==> config.mk <==
export PLATFORM = sky130hd
export DESIGN_NAME = i2s_tx_sequencer_flat
export DESIGN_NICKNAME = d
export VERILOG_FILES = /design/src/rtl/i2s_tx_sequencer_if.sv /design/src/rtl/i2s_tx_sequencer.sv /design/src/flat_wrapper.sv
export SDC_FILE = /design/constraint.sdc
export NUM_CORES = 1
export LEC_CHECK = 0
export ABC_AREA = 1
export CAP_MARGIN = 10
export CELL_PAD_IN_SITES_DETAIL_PLACEMENT = 0
export CELL_PAD_IN_SITES_GLOBAL_PLACEMENT = 1
export CORE_ASPECT_RATIO = 1.75
export CORE_MARGIN = 2
export CORE_UTILIZATION = 41
export DETAILED_ROUTE_END_ITERATION = 6
export GPL_TIMING_DRIVEN = 0
export PLACE_DENSITY_LB_ADDON = 0.1
export SLEW_MARGIN = 0
export SYNTH_ARGS = -nofsm -noshare
export SYNTH_HDL_FRONTEND = slang
export SYNTH_SLANG_ARGS = --single-unit
==> constraint.sdc <==
create_clock -name clk -period 2.5 [get_ports clk]
set_input_delay 0.375 -clock clk [delete_from_list [all_inputs] [get_ports clk]]
set_output_delay 0.375 -clock clk [all_outputs]
set_load 0.02 [all_outputs]
**Clock wires, drivers and flops**

Bar = 20 um.
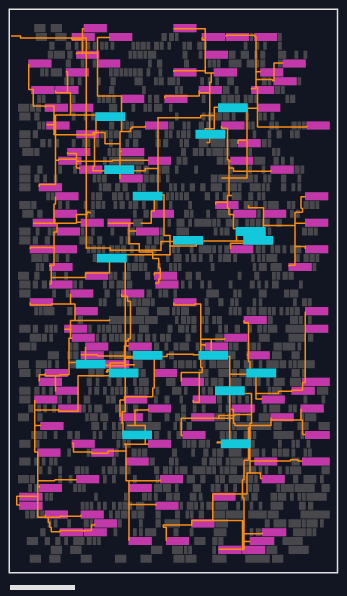
Key: orange = clock wires [length 1960 um]; magenta = flip-flops [count 130]; cyan = cells driving clock nets [count 17]
There are 18 routed clock nets. Position of the flops: spread over the die.
clock share of power: 0.481
clk_lat worst skew: 430 ps
Clock Skews: 15.9 ps

**Wiring heat map**

The die is cut into 20 by 35 equal tiles; dark blue is low, red is high, scaled to the fullest tile. Values are wire area over tile area, all layers added.
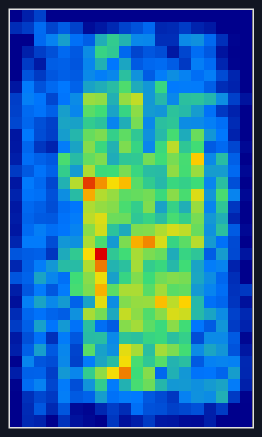
The fullest tile reaches 0.79. The mean over all tiles is 0.24. 20% of the tiles are over half the peak. The densest ninth of the die: centre. 9.1% of the tiles are nearly empty.
GRT Total Usage: 0.298
Vias: 7193

**The metal 4 layer**

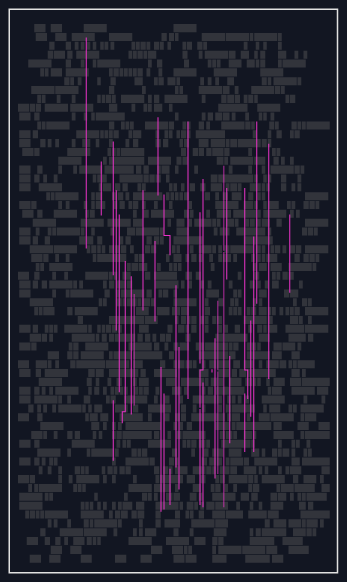
The longest straight run is 85.0 um. 32 nets have wire on it. The layer holds 6.0% of the routed length. The wires run mostly vertical. The layer carries 1510 um of wire.
final wirelength: 25300 um

**Placed cells, one colour a class**

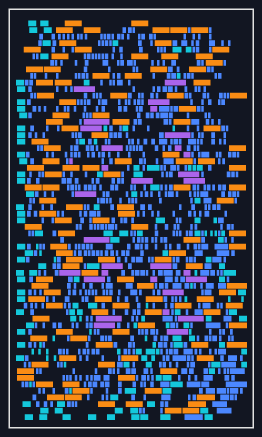
Key: blue = all other logic [cells 842]; orange = flops [cells 130]; purple = clock drivers and dummy loads [cells 31]; cyan = other buffers and delay cells [cells 155]
design area: 8810 um^2
Seq/total area: 0.297
Core Footprint: 16000 um^2

**The clock network**

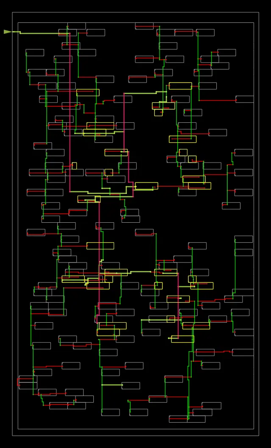
registers: 130
cts bufs inserted: 17

==> metrics.csv <==
stage,metric,value,unit
run_status,outcome,"finished, violations left",
run_status,failing checks,setup timing,
global_route,M3 GR Usage,0.0493,
route,highest metal used,met4,
route,initial DRC count,472,
sta,post-route setup slack,-3.86,ps
critical_path,crit path DAT,2860,ps
floorplan,row count,61,
flow_run,total of max-cap violations,0,
global_route,first-pass GRT wire length,39300,um
floorplan,die area,17400,um^2
critical_path,largest fanout on the critical path,4,
logic_synthesis,Yosys Instances,1038,
finish,most used logic cell in the final layout,nand2_1,
sta,RSZ-0062 raised after global routing,true,
critical_path,startpoint types,register,
logic_synthesis,aoi share,0.154,
logic_synthesis,"Seq share, synth",0.390,
route,WL met1,9680,um
placed_design,Post-Place Worst Slack,-805,ps
placed_design,placed instance count,1285,
floorplan,Vert. Die Dim,173,um
sta,Slew @ Worst Pin,756,ps
finish,"non-filler cells, final",1347,
critical_path,Critical Path RT,2850,ps
sta,final setup fails,1,
power,P_leak,3.82,nW
global_route,met1 usage,0.329,
flow_run,OpenROAD warning count,28,
layout make-up:
class                   count  area share
plain buffers              66      0.0490
clock buffers              17      0.0483
clock inverters            14      0.0256
inverters                  83      0.0358
multi-input cells         759       0.423
flip-flops and latches    130       0.297
well taps                 189      0.0268
repair buffers             89      0.0944
worst max-delay path: stages (launching register included):
cell,delay (ps)
dfxtp_4,360
ha_4,180
nand2_4,50
nor2_4,120
nand4_4,120
nor2_4,240
buf_6,140
buf_4,150
nand2_1,60
nand2_1,60
o211ai_1,120
nand2_1,90
nand3_1,70
nand3_1,110
nand3_1,100
nand2_1,90
nand3_2,90
nand3_2,110
nand3_2,70
a21oi_2,110
power by group:
group          total, mW  internal [mW]  switching [mW]
combinational      0.758          0.290           0.467
clock               2.83           1.78            1.04
sequential          2.29           2.20          0.0896
No activity file was given, so power comes from the tool's default toggle rates.
